File: src/rtl/ram_readback_pkg.sv
// rtl/ram_readback_pkg.sv - shared RAM geometry defaults and readback FSM state encoding
package ram_readback_pkg;

   // Geometry shared with the CPU-side RAM
   localparam int ADDR_W_DEF = 4;
   localparam int DATA_W_DEF = 8;

   // Width of the modulo-256 stream checksum
   localparam int CSUM_W = 8;

   // Readback FSM encoding; SUM only exists when the checksum word is built in
   typedef enum logic [2:0] {
      ST_IDLE = 3'd0,
      ST_ADDR = 3'd1,
      ST_WAIT = 3'd2,
      ST_SEND = 3'd3,
`ifdef READBACK_CHECKSUM_EN
      ST_SUM  = 3'd4,
`endif
      ST_FIN  = 3'd5
   } state_e;

endpackage

File: src/rtl/ram_readback_if.sv
// rtl/ram_readback_if.sv - RAM read port, stream output and status signals of the readback engine
interface ram_readback_if
   import ram_readback_pkg::*;
#(
   parameter int ADDR_W = ADDR_W_DEF,
   parameter int DATA_W = DATA_W_DEF
);
   logic              start;
   logic [ADDR_W-1:0] addr;
   logic [DATA_W-1:0] content;
   logic [DATA_W-1:0] dout;
   logic [ADDR_W-1:0] daddr;
   logic              dvalid;
   logic              dready;
   logic              dlast;
   logic              busy;
   logic              done;

   // Readback engine side
   modport master (
      input  start, content, dready,
      output addr, dout, daddr, dvalid, dlast, busy, done
   );

   // RAM model / stream consumer side
   modport slave (
      output start, content, dready,
      input  addr, dout, daddr, dvalid, dlast, busy, done
   );
endinterface

File: src/rtl/ram_readback_ctr.sv
// rtl/ram_readback_ctr.sv - readback address counter with load-to-zero, saturating increment and terminal count
module readback_ctr #(
   parameter int ADDR_W = 4
) (
   input  logic              clk_i,
   input  logic              rst_ni,
   input  logic              load_i,
   input  logic              inc_i,
   output logic [ADDR_W-1:0] cnt_o,
   output logic              tc_o
);
   logic [ADDR_W-1:0] cnt_q;
   logic [ADDR_W-1:0] cnt_d;

   // The counter stops at the last address instead of wrapping, so Addr keeps pointing there afterwards
   always_comb begin
      cnt_d = cnt_q;
      if (load_i) begin
         cnt_d = '0;
      end else if (inc_i && !tc_o) begin
         cnt_d = cnt_q + 1'b1;
      end
   end

   // Counter register
   always_ff @(posedge clk_i) begin
      if (!rst_ni) begin
         cnt_q <= '0;
      end else begin
         cnt_q <= cnt_d;
      end
   end

   assign cnt_o = cnt_q;
   assign tc_o  = &cnt_q;
endmodule

File: src/rtl/ram_readback.sv
// rtl/ram_readback.sv - streams every RAM word with its address; optional trailing checksum word under READBACK_CHECKSUM_EN
module ram_readback
   import ram_readback_pkg::*;
#(
   parameter int ADDR_W = ADDR_W_DEF,
   parameter int DATA_W = DATA_W_DEF,
   parameter int RD_LAT = 1
) (
   input  logic           clk_i,
   input  logic           rst_ni,
   ram_readback_if.master rb_io
);
   state_e            state_q;
   logic [1:0]        wait_q;
   logic [DATA_W-1:0] dout_q;
   logic [ADDR_W-1:0] daddr_q;
   logic              dvalid_q;
   logic              dlast_q;
   logic              busy_q;
   logic              done_q;
`ifdef READBACK_CHECKSUM_EN
   logic [CSUM_W-1:0] csum_q;
`endif

   logic              ctr_load;
   logic              ctr_inc;
   logic              ctr_tc;
   logic [ADDR_W-1:0] ctr_cnt;
   logic              xfer;

   assign xfer     = dvalid_q & rb_io.dready;
   assign ctr_load = (state_q == ST_IDLE) & rb_io.start;
   assign ctr_inc  = (state_q == ST_SEND) & xfer;

   readback_ctr #(.ADDR_W(ADDR_W)) u_ctr (
      .clk_i  (clk_i),
      .rst_ni (rst_ni),
      .load_i (ctr_load),
      .inc_i  (ctr_inc),
      .cnt_o  (ctr_cnt),
      .tc_o   (ctr_tc)
   );

   // Readback sequencer: issue address, wait out the RAM latency, offer the word, advance on accept
   always_ff @(posedge clk_i) begin
      if (!rst_ni) begin
         state_q  <= ST_IDLE;
         wait_q   <= '0;
         dout_q   <= '0;
         daddr_q  <= '0;
         dvalid_q <= 1'b0;
         dlast_q  <= 1'b0;
         busy_q   <= 1'b0;
         done_q   <= 1'b0;
`ifdef READBACK_CHECKSUM_EN
         csum_q   <= '0;
`endif
      end else begin
         done_q <= 1'b0;
         case (state_q)
            ST_IDLE: begin
               if (rb_io.start) begin
                  busy_q  <= 1'b1;
`ifdef READBACK_CHECKSUM_EN
                  csum_q  <= '0;
`endif
                  state_q <= ST_ADDR;
               end
            end
            ST_ADDR: begin
               // Addr already shows the counter; WAIT covers the RAM read latency
               wait_q  <= 2'(RD_LAT - 1);
               state_q <= ST_WAIT;
            end
            ST_WAIT: begin
               if (wait_q == 2'd0) begin
                  dout_q   <= rb_io.content;
                  daddr_q  <= ctr_cnt;
                  dvalid_q <= 1'b1;
`ifdef READBACK_CHECKSUM_EN
                  dlast_q  <= 1'b0;
                  csum_q   <= csum_q + CSUM_W'(rb_io.content);
`else
                  dlast_q  <= ctr_tc;
`endif
                  state_q  <= ST_SEND;
               end else begin
                  wait_q <= wait_q - 2'd1;
               end
            end
            ST_SEND: begin
               if (xfer) begin
                  dvalid_q <= 1'b0;
                  dlast_q  <= 1'b0;
                  if (!ctr_tc) begin
                     state_q <= ST_ADDR;
                  end else begin
`ifdef READBACK_CHECKSUM_EN
                     // The checksum already includes the last data word, so it can be offered at once
                     dout_q   <= DATA_W'(csum_q);
                     daddr_q  <= '0;
                     dlast_q  <= 1'b1;
                     dvalid_q <= 1'b1;
                     state_q  <= ST_SUM;
`else
                     done_q  <= 1'b1;
                     state_q <= ST_FIN;
`endif
                  end
               end
            end
`ifdef READBACK_CHECKSUM_EN
            ST_SUM: begin
               if (xfer) begin
                  dvalid_q <= 1'b0;
                  dlast_q  <= 1'b0;
                  done_q   <= 1'b1;
                  state_q  <= ST_FIN;
               end
            end
`endif
            ST_FIN: begin
               busy_q  <= 1'b0;
               state_q <= ST_IDLE;
            end
            default: begin
               state_q <= ST_IDLE;
            end
         endcase
      end
   end

   assign rb_io.addr   = ctr_cnt;
   assign rb_io.dout   = dout_q;
   assign rb_io.daddr  = daddr_q;
   assign rb_io.dvalid = dvalid_q;
   assign rb_io.dlast  = dlast_q;
   assign rb_io.busy   = busy_q;
   assign rb_io.done   = done_q;
endmodule

File: src/flat_wrapper.sv
// flat-port wrapper written by rule: the top's interface ports become plain ports
module ram_readback_flat import ram_readback_pkg::*;
#(
   parameter int ADDR_W = ADDR_W_DEF,
   parameter int DATA_W = DATA_W_DEF,
   parameter int RD_LAT = 1
)
  (clk_i, rst_ni, rb_io_start, rb_io_content, rb_io_dready, rb_io_addr, rb_io_dout, rb_io_daddr, rb_io_dvalid, rb_io_dlast, rb_io_busy, rb_io_done);
  ram_readback_if #(.ADDR_W(ADDR_W), .DATA_W(DATA_W)) rb_io_i ();
  input  logic clk_i;
  input  logic rst_ni;
  input wire logic [$bits(rb_io_i.start)-1:0] rb_io_start;
  input wire logic [$bits(rb_io_i.content)-1:0] rb_io_content;
  input wire logic [$bits(rb_io_i.dready)-1:0] rb_io_dready;
  output wire logic [$bits(rb_io_i.addr)-1:0] rb_io_addr;
  output wire logic [$bits(rb_io_i.dout)-1:0] rb_io_dout;
  output wire logic [$bits(rb_io_i.daddr)-1:0] rb_io_daddr;
  output wire logic [$bits(rb_io_i.dvalid)-1:0] rb_io_dvalid;
  output wire logic [$bits(rb_io_i.dlast)-1:0] rb_io_dlast;
  output wire logic [$bits(rb_io_i.busy)-1:0] rb_io_busy;
  output wire logic [$bits(rb_io_i.done)-1:0] rb_io_done;
  assign rb_io_i.start = rb_io_start;
  assign rb_io_i.content = rb_io_content;
  assign rb_io_i.dready = rb_io_dready;
  assign rb_io_addr = rb_io_i.addr;
  assign rb_io_dout = rb_io_i.dout;
  assign rb_io_daddr = rb_io_i.daddr;
  assign rb_io_dvalid = rb_io_i.dvalid;
  assign rb_io_dlast = rb_io_i.dlast;
  assign rb_io_busy = rb_io_i.busy;
  assign rb_io_done = rb_io_i.done;
  ram_readback #(.ADDR_W(ADDR_W), .DATA_W(DATA_W), .RD_LAT(RD_LAT)) u_core (.clk_i(clk_i), .rst_ni(rst_ni), .rb_io(rb_io_i));
endmodule
File: config.mk
export PLATFORM = sky130hd
export DESIGN_NAME = ram_readback_flat
export DESIGN_NICKNAME = d
export VERILOG_FILES = /design/src/rtl/ram_readback_pkg.sv /design/src/rtl/ram_readback_if.sv /design/src/rtl/ram_readback_ctr.sv /design/src/rtl/ram_readback.sv /design/src/flat_wrapper.sv
export SDC_FILE = /design/constraint.sdc
export NUM_CORES = 1
export LEC_CHECK = 0
export ABC_AREA = 1
export CAP_MARGIN = 5
export CELL_PAD_IN_SITES_DETAIL_PLACEMENT = 0
export CELL_PAD_IN_SITES_GLOBAL_PLACEMENT = 2
export CORE_ASPECT_RATIO = 1.2
export CORE_MARGIN = 4
export CORE_UTILIZATION = 23
export CTS_CLUSTER_DIAMETER = 80
export DETAILED_ROUTE_END_ITERATION = 8
export PLACE_DENSITY = 0.71
export SKIP_CTS_REPAIR_TIMING = 1
export SKIP_LAST_GASP = 1
export SLEW_MARGIN = 10
export SYNTH_ARGS = -nofsm -noshare
export SYNTH_HDL_FRONTEND = slang
export SYNTH_SLANG_ARGS = --single-unit
File: constraint.sdc
create_clock -name clk_i -period 1.26 [get_ports clk_i]
set_input_delay 0.252 -clock clk_i [delete_from_list [all_inputs] [get_ports clk_i]]
set_output_delay 0.252 -clock clk_i [all_outputs]
set_load 0.005 [all_outputs]
### Supply network, run 1

Bar = 20 um. Pins as bars on the die edge.
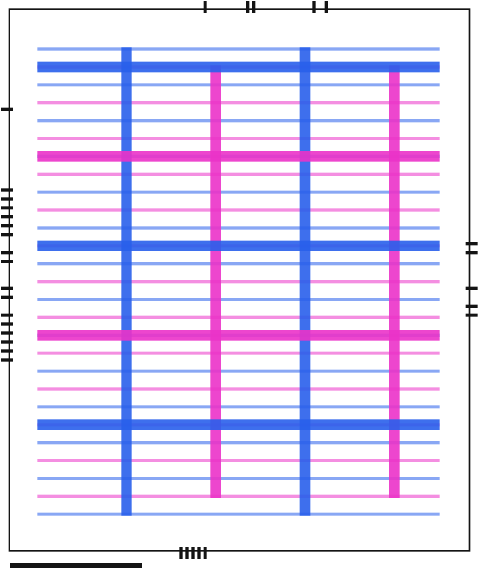
magenta -> VDD
blue -> VSS
rows = 26
signal pins = 32
met5 straps = 5
met4 straps = 4
placeable core region: 0.00433 sq mm
peak supply drop: 587 uV
horizontal die size: 69.7 um
Die Y-Extent: 82.1 um

### Placement by cell class, run 1

Bar = 20 um.
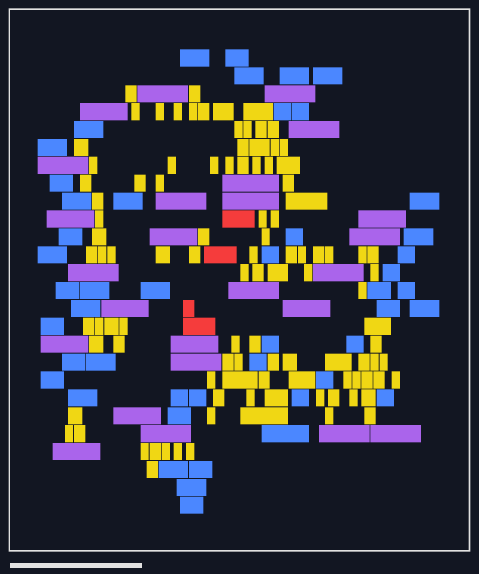
blue -> remaining buffers and delay cells  # cells 47
red -> clock drivers and dummy loads  # cells 4
purple -> sequential cells  # cells 25
yellow -> combinational and other logic  # cells 103
share of the core filled with cells in the final layout: 0.388
count of standard-cell rows: 26
final instance area: 0.00168 sq mm
flop share of the area: 0.312

==> Flow_metrics.wiki, run 1 <==
== Metrics ==
{| class="wikitable"
! Metric !! Value
|-
| Result of the run || finished, violations left
|-
| Violations in the final reports || negative setup slack
|-
| EDFF count, synth || 0
|-
| Routed via count || 988
|-
| Combinational fraction of the cell area || 0.302
|-
| Reg2reg path depth || 7
|-
| Internal power of the cells || 1.81 mW
|-
| Final Critical Period || 1.39 ns
|-
| Tap cells || 56
|-
| Required time at the endpoint of the critical path || 1.01 ns
|-
| Chip footprint || 0.00573 sq mm
|-
| Biggest area consumer among cell classes || sequential cells
|-
| Placed cell count || between 200 and 250
|-
| Buf/Inv on CP || 1
|-
| Distinct cell type count of the synthesized netlist || 24
|-
| Clock sink count || 25
|-
| Vias in the first global route || 982
|-
| Fin crit share || 1.11
|-
| R2R Path Start || u_core.wait_q[0]$_SDFFE_PN0P_
|-
| Number of filler instances in the final layout || 457
|-
| Via-per-instance ratio || 4.20
|-
| Pwr/cell area || ~1600 mW/mm^2
|-
| Net total in the final layout || 194
|-
| Most frequently used cell type in the post-synthesis netlist || sky130_fd_sc_hd__dfxtp_1
|-
| Cell type contributing the most total cell area after synthesis || sky130_fd_sc_hd__dfxtp_1
|-
| Final setup fails || 1
|-
| Adder-cell area share of the yosys netlist || 0.0238
|-
| Sequential group share of total power || 0.408
|-
| FMAX || 0.718 GHz
|-
| Worst setup EP type || output pin
|-
| Global-route wire length before repair || 4490 um
|-
| Worst reg2reg setup slack || approximately 0.1 ns
|-
| Setup repair after global routing missed its margin || true
|-
| Post-route worst setup slack || -0.132 ns
|-
| Maximum number of pins on one net before global-route repair || 17
|-
| Amount of wire on met3 after detailed routing || 166 um
|-
| NonClk Buf Share || 0.292
|-
| Filler-free cell count of the finished design || about 240
|-
| Cell chain of the critical path || clkdlybuf4s50_1
|-
| Worst setup path startpoint || u_core.u_ctr.cnt_o[1]$_SDFFE_PP0P_
|-
| Area of placed instances || 0.00149 sq mm
|-
| TritonCTS clock tree || done
|-
| Sequential cell area || 524 sq um
|-
| Switching Fraction || 0.339
|-
| Root Buffer Master || sky130_fd_sc_hd__clkbuf_8
|-
| Number of clock buffers in the layout || 3
|-
| # Cells Yosys || about 130
|-
| Area added between synthesis and finish || 59.7%
|-
| Routed length on met1 || 1240 um
|-
| Hold Startpoint || u_core.rb_io.daddr[2]$_SDFFE_PN0P_
|-
| Number of buffers outside the clock class in the layout || 47
|-
| Crit path max-delay cell type || sky130_fd_sc_hd__clkdlybuf4s50_1
|-
| Number of clock buffers inserted by TritonCTS || 3
|-
| #MultiIn Comb || around 93
|-
| Combinational gate area || 508 sq um
|-
| Top power group || combinational logic
|-
| Initial detailed-routing violation count || 33
|-
| GR Util All Layers || 0.0983
|-
| Half-perimeter wire length after placement || 1970 um
|-
| Data arrival time of the critical path || 1.14 ns
|-
| Maximum net fanout on the critical path || 5
|-
| Number of flip-flops in the largest register || 8
|-
| Final weighted congestion in routability-driven placement || about 0.7
|-
| Worst min-delay path endpoint || u_core.rb_io.daddr[2]$_SDFFE_PN0P_
|-
| Main flop type after synthesis || sky130_fd_sc_hd__dfxtp_1
|-
| Clock network area share || 0.0276
|-
| Number of antenna cells inserted || 0
|-
| Path category of the worst min-delay check || flip-flop to flip-flop
|-
| Total met2 wirelength after detailed routing || 1190 um
|-
| Fraction of registers with async set or reset after synthesis || 0
|-
| Reported max-cap violation count || 0
|-
| Number of warnings printed during yosys synthesis || 0
|-
| Sum of routed wire length over all layers || 2640 um
|}
### Clock wires, drivers and flops, run 1

Bar = 20 um.
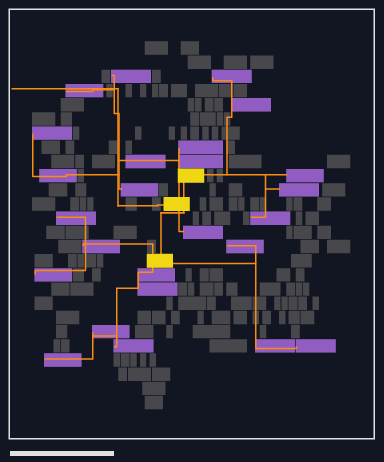
purple -> flip-flops  # count 25
yellow -> clock drivers  # count 3
orange -> clock wires  # length 359 um
routed clock nets = 4
Worst-Skew Late Latency: 0.27 ns
Clock Power Share: 0.176
Clock Skew: 0.000652 ns
Clk. pwr: 483 uW

-- run 1: layout by cell type, fill, tap and decap left out, types with 2 or more instances in the layout --
cell type / n
sky130_fd_sc_hd__nand2_1: 20
sky130_fd_sc_hd__nand3_2: 2
sky130_fd_sc_hd__dfxtp_2: 13
sky130_fd_sc_hd__nand3_1: 5
sky130_fd_sc_hd__buf_4: 15
sky130_fd_sc_hd__nor2_2: 5
sky130_fd_sc_hd__inv_1: 7
sky130_fd_sc_hd__clkbuf_8: 3
sky130_fd_sc_hd__dlymetal6s2s_1: 19
sky130_fd_sc_hd__dfxtp_1: 10
sky130_fd_sc_hd__nor2_1: 21
sky130_fd_sc_hd__dfxtp_4: 2
sky130_fd_sc_hd__o21ai_0: 11
sky130_fd_sc_hd__nor3_1: 2
sky130_fd_sc_hd__a21oi_1: 11
sky130_fd_sc_hd__nor2_4: 2
sky130_fd_sc_hd__clkdlybuf4s50_1: 12
sky130_fd_sc_hd__o21ai_1: 4
sky130_fd_sc_hd__clkinv_2: 2
-- run 1: worst min-delay path: cells and delay by family, from the launching register on --
family	cells	cell delay (ns)
and+or+nand+nor	1	0.07
AOI/OAI and AO/OA	1	0.06
DFF	1	0.34
-- run 1: metrics by stage --
stage               worst slack [ns]  TNS [ns]  utilization  power, mW  hold slack (ns)
global route                  -0.186    -0.186        0.388       2.98            0.541
global placement             -0.0585    -0.221        0.343       2.15            0.453
detailed placement           -0.0727    -0.433        0.343       2.15            0.458
finish                        -0.132    -0.132        0.388       2.74            0.495
CTS                           -0.237     -2.83        0.354       2.66            0.472
floorplan                     0.0497         0            -       1.69            0.380
### Wiring by layer, run 1

Only two layers are drawn.
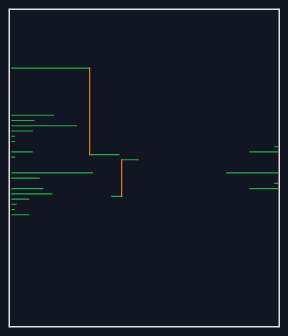

--- run 2 (diff from run 1) ---
CORE_MARGIN = default   (was 4)
CTS_CLUSTER_DIAMETER = default   (was 80)
SKIP_CTS_REPAIR_TIMING = default   (was 1)
### Wiring by layer, run 2

Only two layers are drawn.
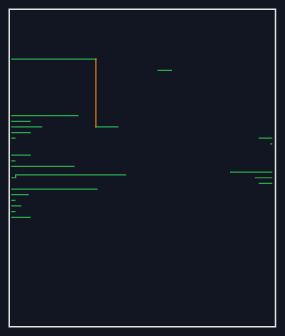
orange -> metal 4  # wire length 16.3 um
green -> metal 3  # wire length 161 um
routed via count: 997
routed wire length per instance: 10.6 um
GR Util All Layers: 0.111
sum of routed wire length over all layers: 2510 um

==> Flow_metrics.wiki, run 2 <==
== Metrics ==
{| class="wikitable"
! Metric !! Value
|-
| Number of filler instances in the final layout || 449 (-1.8%)
|-
| # Cells Yosys || 131 (unchanged)
|-
| Distinct cell type count of the synthesized netlist || 24 (unchanged)
|-
| Initial detailed-routing violation count || 55 (+67%)
|-
| Final weighted congestion in routability-driven placement || 0.772 (+8.6%)
|-
| Fin crit share || 0.936 (-0.169)
|-
| Via-per-instance ratio || 4.21 (about the same)
|-
| Horizontal die size || 63.7 um (-8.6%)
|-
| Placeable core region || 0.00433 sq mm (unchanged)
|-
| Peak supply drop || 619 uV (+5.5%)
|-
| Final setup fails || 0 (-1)
|-
| Final Critical Period || 1.18 ns (-0.213 ns)
|-
| Global-route wire length before repair || 4340 um (-3.4%)
|-
| Placed cell count || 227 (+0.44%)
|-
| Most common logic cells in the final layout || sky130_fd_sc_hd__nor2_1 (21), sky130_fd_sc_hd__nand2_1 (20), sky130_fd_sc_hd__dlygate4sd2_1 (19), sky130_fd_sc_hd__buf_4 (17), sky130_fd_sc_hd__dfxtp_2 (15)
|-
| Number of flip-flops in the largest register || 8 (unchanged)
|-
| Routed length on met1 || 1170 um (-5.8%)
|-
| Crit path max-delay cell type || sky130_fd_sc_hd__dfxtp_4
|-
| Main flop type after synthesis || sky130_fd_sc_hd__dfxtp_1
|-
| Chip footprint || 0.00485 sq mm (-15%)
|-
| Maximum number of pins on one net before global-route repair || 17 (unchanged)
|-
| Number of clock buffers inserted by TritonCTS || 3 (unchanged)
|-
| Clock Power Share || 0.179 (+0.003)
|-
| Sequential group share of total power || 0.421 (+0.013)
|-
| Total met2 wirelength after detailed routing || 1160 um (-2.5%)
|-
| Root Buffer Master || sky130_fd_sc_hd__clkbuf_8
|-
| Vias in the first global route || 964 (-1.8%)
|-
| FMAX || 0.848 GHz (+18%)
|-
| Filler-free cell count of the finished design || 237 (+0.85%)
|-
| Setup repair after global routing missed its margin || true
|-
| Path category of the worst min-delay check || flip-flop to flip-flop
|-
| EDFF count, synth || 0 (unchanged)
|-
| Cell chain of the critical path || buf_4, ha_4, nand3_4, nand3_4, inv_4, nand2_1, a21oi_2
|-
| Result of the run || finished, final reports clean
|-
| Die Y-Extent || 76.1 um (-7.3%)
|-
| Combinational gate area || 527 sq um (+3.7%)
|-
| Count of standard-cell rows || 26 (unchanged)
|-
| Required time at the endpoint of the critical path || 1.46 ns (+0.45 ns)
|-
| Switching Fraction || 0.341 (+0.00190)
|-
| Share of the core filled with cells in the final layout || 0.380 (-0.00839)
|-
| Half-perimeter wire length after placement || 1870 um (-4.9%)
|-
| Most used logic cell in the final layout || sky130_fd_sc_hd__nor2_1
|-
| Adder-cell area share of the yosys netlist || 0.0238 (unchanged)
|}
## run 2: cell counts after synthesis
Identical to the previous run, type by type.
## run 2: worst max-delay path: cells and delay by family (launching register included)
family / cells / cell delay [ns]
AOI/OAI and AO/OA: 1 / 0.12
buffers and inverters: 2 / 0.24
DFF: 1 / 0.35
adders and majority gates: 1 / 0.17
and+or+nand+nor: 3 / 0.24
## run 2: what timing repair did
action | in CTS | in global routing
pin swaps | 0 | 5
setup buffers | 3 | 3
gates resized | 34 | 17
endpoints found under the setup margin | 27 | 22
## run 2: power by group through the flow
stage / clock [mW] / combinational [mW] / sequential [mW]
floorplan: 0 / 0.568 / 1.12
global placement: 0 / 1.02 / 1.12
detailed placement: 0 / 1.03 / 1.12
CTS: 0.494 / 0.968 / 1.11
global route: 0.537 / 1.20 / 1.15
finish: 0.476 / 1.06 / 1.12
## run 2: layout make-up
cell class                      count  share of cell area
Clock buffer                        4              0.0274
Tap cell                           56              0.0426
Timing Repair Buffer               49               0.266
Inverter                           10              0.0259
Multi-Input combinational cell     93               0.320
Sequential cell                    25               0.318
## run 2: worst paths after layout
kind                                                         start                                  to  slack [ns]  depth (start not counted)
worst max-delay path            u_core.u_ctr.cnt_o[0]$_SDFFE_PP0P_  u_core.u_ctr.cnt_o[2]$_SDFFE_PP0P_        0.08                          7
worst min-delay path               u_core.rb_io.dlast$_SDFFE_PN0P_     u_core.rb_io.dlast$_SDFFE_PN0P_        0.50                          2
worst max register to register  u_core.u_ctr.cnt_o[0]$_SDFFE_PP0P_  u_core.u_ctr.cnt_o[2]$_SDFFE_PP0P_        0.08                          7
worst min register to register     u_core.rb_io.dlast$_SDFFE_PN0P_     u_core.rb_io.dlast$_SDFFE_PN0P_        0.50                          2
### Placement view, run 2

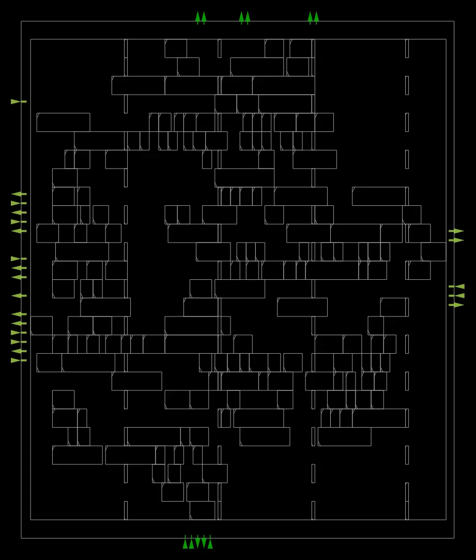

--- run 3 (diff from run 2) ---
CORE_ASPECT_RATIO = 1.1   (was 1.2)
### Placement view, run 3

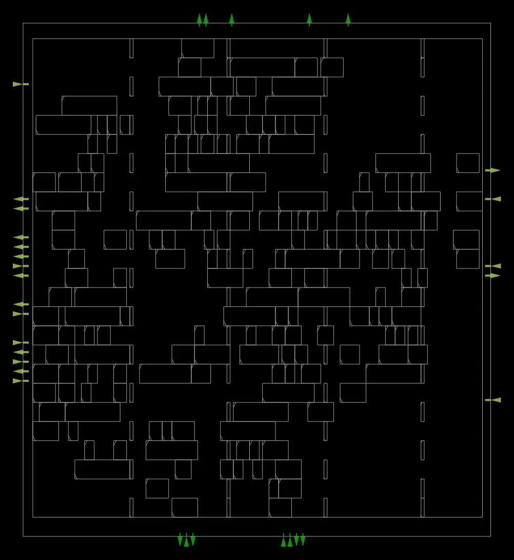
share of the core filled with cells in the final layout: 0.381
tap cells: 54

==> Flow_metrics.wiki, run 3 <==
== Metrics ==
{| class="wikitable"
! Metric !! Value
|-
| Result of the run || finished, final reports clean
|-
| # Cells Yosys || 131 (unchanged)
|-
| Commonest cells post-synth || sky130_fd_sc_hd__dfxtp_1 (25), sky130_fd_sc_hd__nand2_1 (21), sky130_fd_sc_hd__nor2_1 (21), sky130_fd_sc_hd__o21ai_0 (14), sky130_fd_sc_hd__a21oi_1 (11)
|-
| Worst reg2reg setup slack || 0.08 ns (about the same)
|-
| Maximum number of pins on one net before global-route repair || 14 (-3)
|-
| Fraction of registers with async set or reset after synthesis || 0
|-
| Switching power summed over all nets || 941 uW
|-
| FMAX || 0.849 GHz (+0.14%)
|-
| Clk. pwr || 472 uW (-0.8%)
|-
| Average size of a mapped cell || 8.03 sq um
|-
| Reg2reg path depth || 7 (unchanged)
|-
| Vias in the first global route || 934 (-3.1%)
|-
| Sequential Power || 1.12 mW (about the same)
|-
| Number of flip-flops in the largest register || 8 (unchanged)
|-
| Most used logic cell in the final layout || sky130_fd_sc_hd__nor2_1
|-
| Placed cell count || 228 (+0.44%)
|-
| Worst setup EP type || flip-flop
|-
| Number of clock buffers inserted by TritonCTS || 3 (unchanged)
|-
| Crit path max-delay cell type || sky130_fd_sc_hd__dfxtp_1
|-
| Initial detailed-routing violation count || 26 (-53%)
|-
| Clock Power Share || 0.176 (-0.003)
|-
| Top power group || sequential cells
|-
| Chip footprint || 0.00485 sq mm (about the same)
|-
| EDFF count, synth || 0 (unchanged)
|-
| Hold Startpoint || u_core.rb_io.busy$_SDFFE_PN0P_
|-
| Total met2 wirelength after detailed routing || 1230 um (+5.6%)
|-
| Relative slew slack || 0.852
|-
| Horizontal die size || 66.5 um (+4.3%)
|-
| Routed wire length per instance || 11.2 um (+5.3%)
|-
| Main flop type after synthesis || sky130_fd_sc_hd__dfxtp_1
|-
| Die Y-Extent || 72.9 um (-4.1%)
|-
| Half-perimeter wire length after placement || 1870 um (about the same)
|-
| Filler-free cell count of the finished design || 235 (-0.84%)
|-
| Worst-Skew Late Latency || 0.26 ns
|-
| Distinct cell type count of the synthesized netlist || 24 (unchanged)
|-
| Required time at the endpoint of the critical path || 1.42 ns (-0.04 ns)
|-
| Via-per-instance ratio || 4.44 (+5.5%)
|-
| R2R Path Start || u_core.wait_q[0]$_SDFFE_PN0P_
|-
| Power Combinational || 1.08 mW (about the same)
|-
| GR Util met1 || 0.164
|-
| Final weighted congestion in routability-driven placement || 0.752 (-2.5%)
|-
| Sum of routed wire length over all layers || 2620 um (+4.4%)
|-
| Final Max Slew Viols || 0
|-
| Switching Fraction || 0.351 (+0.00990)
|-
| Sequential group share of total power || 0.420 (about the same)
|-
| Min-Delay Path Depth || 2 (unchanged)
|-
| Global-route wire length before repair || 4280 um (-1.4%)
|-
| End of the worst register-to-register path || u_core.state_q[0]$_SDFFE_PN0P_
|-
| GR Util All Layers || 0.117 (+0.00602)
|-
| Peak supply drop || 625 uV (+0.91%)
|-
| Cell chain of the critical path || inv_1, ha_2, inv_4, nand3_2, buf_4, nand4_1, a21oi_1
|-
| Worst min-delay path endpoint || u_core.rb_io.busy$_SDFFE_PN0P_
|-
| Count of standard-cell rows || 25 (-3.8%)
|-
| Worst setup path end || u_core.state_q[0]$_SDFFE_PN0P_
|-
| Worst setup path startpoint || u_core.wait_q[0]$_SDFFE_PN0P_
|-
| Final Critical Period || 1.18 ns (-0.00160 ns)
|-
| Top cell type's share of synthesized area || 0.476
|-
| Path category of the worst min-delay check || flip-flop to flip-flop
|-
| Placeable core region || 0.00435 sq mm (+0.49%)
|-
| Root Buffer Master || sky130_fd_sc_hd__clkbuf_8
|-
| Routed via count || 1043 (+4.6%)
|}
==> run 3: cell types whose count changed in the layout (fill, tap and decap cells not counted) <==
cell,before,now
sky130_fd_sc_hd__inv_2,1,0
sky130_fd_sc_hd__inv_6,0,1
sky130_fd_sc_hd__dfxtp_4,1,2
sky130_fd_sc_hd__dfxtp_1,9,8
sky130_fd_sc_hd__a21oi_1,10,11
sky130_fd_sc_hd__nor2_2,6,5
sky130_fd_sc_hd__nor2_4,1,3
sky130_fd_sc_hd__o21ai_1,4,2
sky130_fd_sc_hd__o21ai_0,11,13
sky130_fd_sc_hd__a21oi_2,2,1
sky130_fd_sc_hd__buf_4,17,16
==> run 3: critical path, delay by kind of cell, from the launching register on <==
| family | cells | cell delay [ns] |
|---|---|---|
| flops | 1 | 0.34 |
| compound gates | 1 | 0.06 |
| simple gates | 2 | 0.18 |
| fa+ha+maj | 1 | 0.19 |
| buf+inv | 3 | 0.31 |
==> run 3: kinds of logic (layout without fill, tap and decap cells) <==
kind of cell / Yosys count / in the layout / share of synthesized area
buf+inv: 13 / 62 / 0.0678
simple gates: 62 / 63 / 0.284
fa+ha+maj: 2 / 2 / 0.0238
flops: 25 / 25 / 0.476
xor+xnor: 2 / 2 / 0.0166
compound gates: 27 / 27 / 0.132
==> run 3: repair_timing <==
action | CTS | global route
setup endpoints to repair | 23 | 22
gates resized | 37 | 16
hold buffers | 0 | 0
gates cloned | 0 | 1
buffers inserted | 2 | 0
pin swaps | 0 | 3
==> run 3: area by class of cell <==
| type | instances | area, sq um |
|---|---|---|
| multi-input cells | 94 | 539 |
| well taps | 54 | 67.6 |
| flip-flops and latches | 25 | 527 |
| repair buffers | 48 | 429 |
| fillers | 456 | 2690 |
| inverters | 10 | 47.5 |
| clock buffers | 4 | 45.0 |
Power figures rest on the tool's default switching activity, not on a simulated workload.
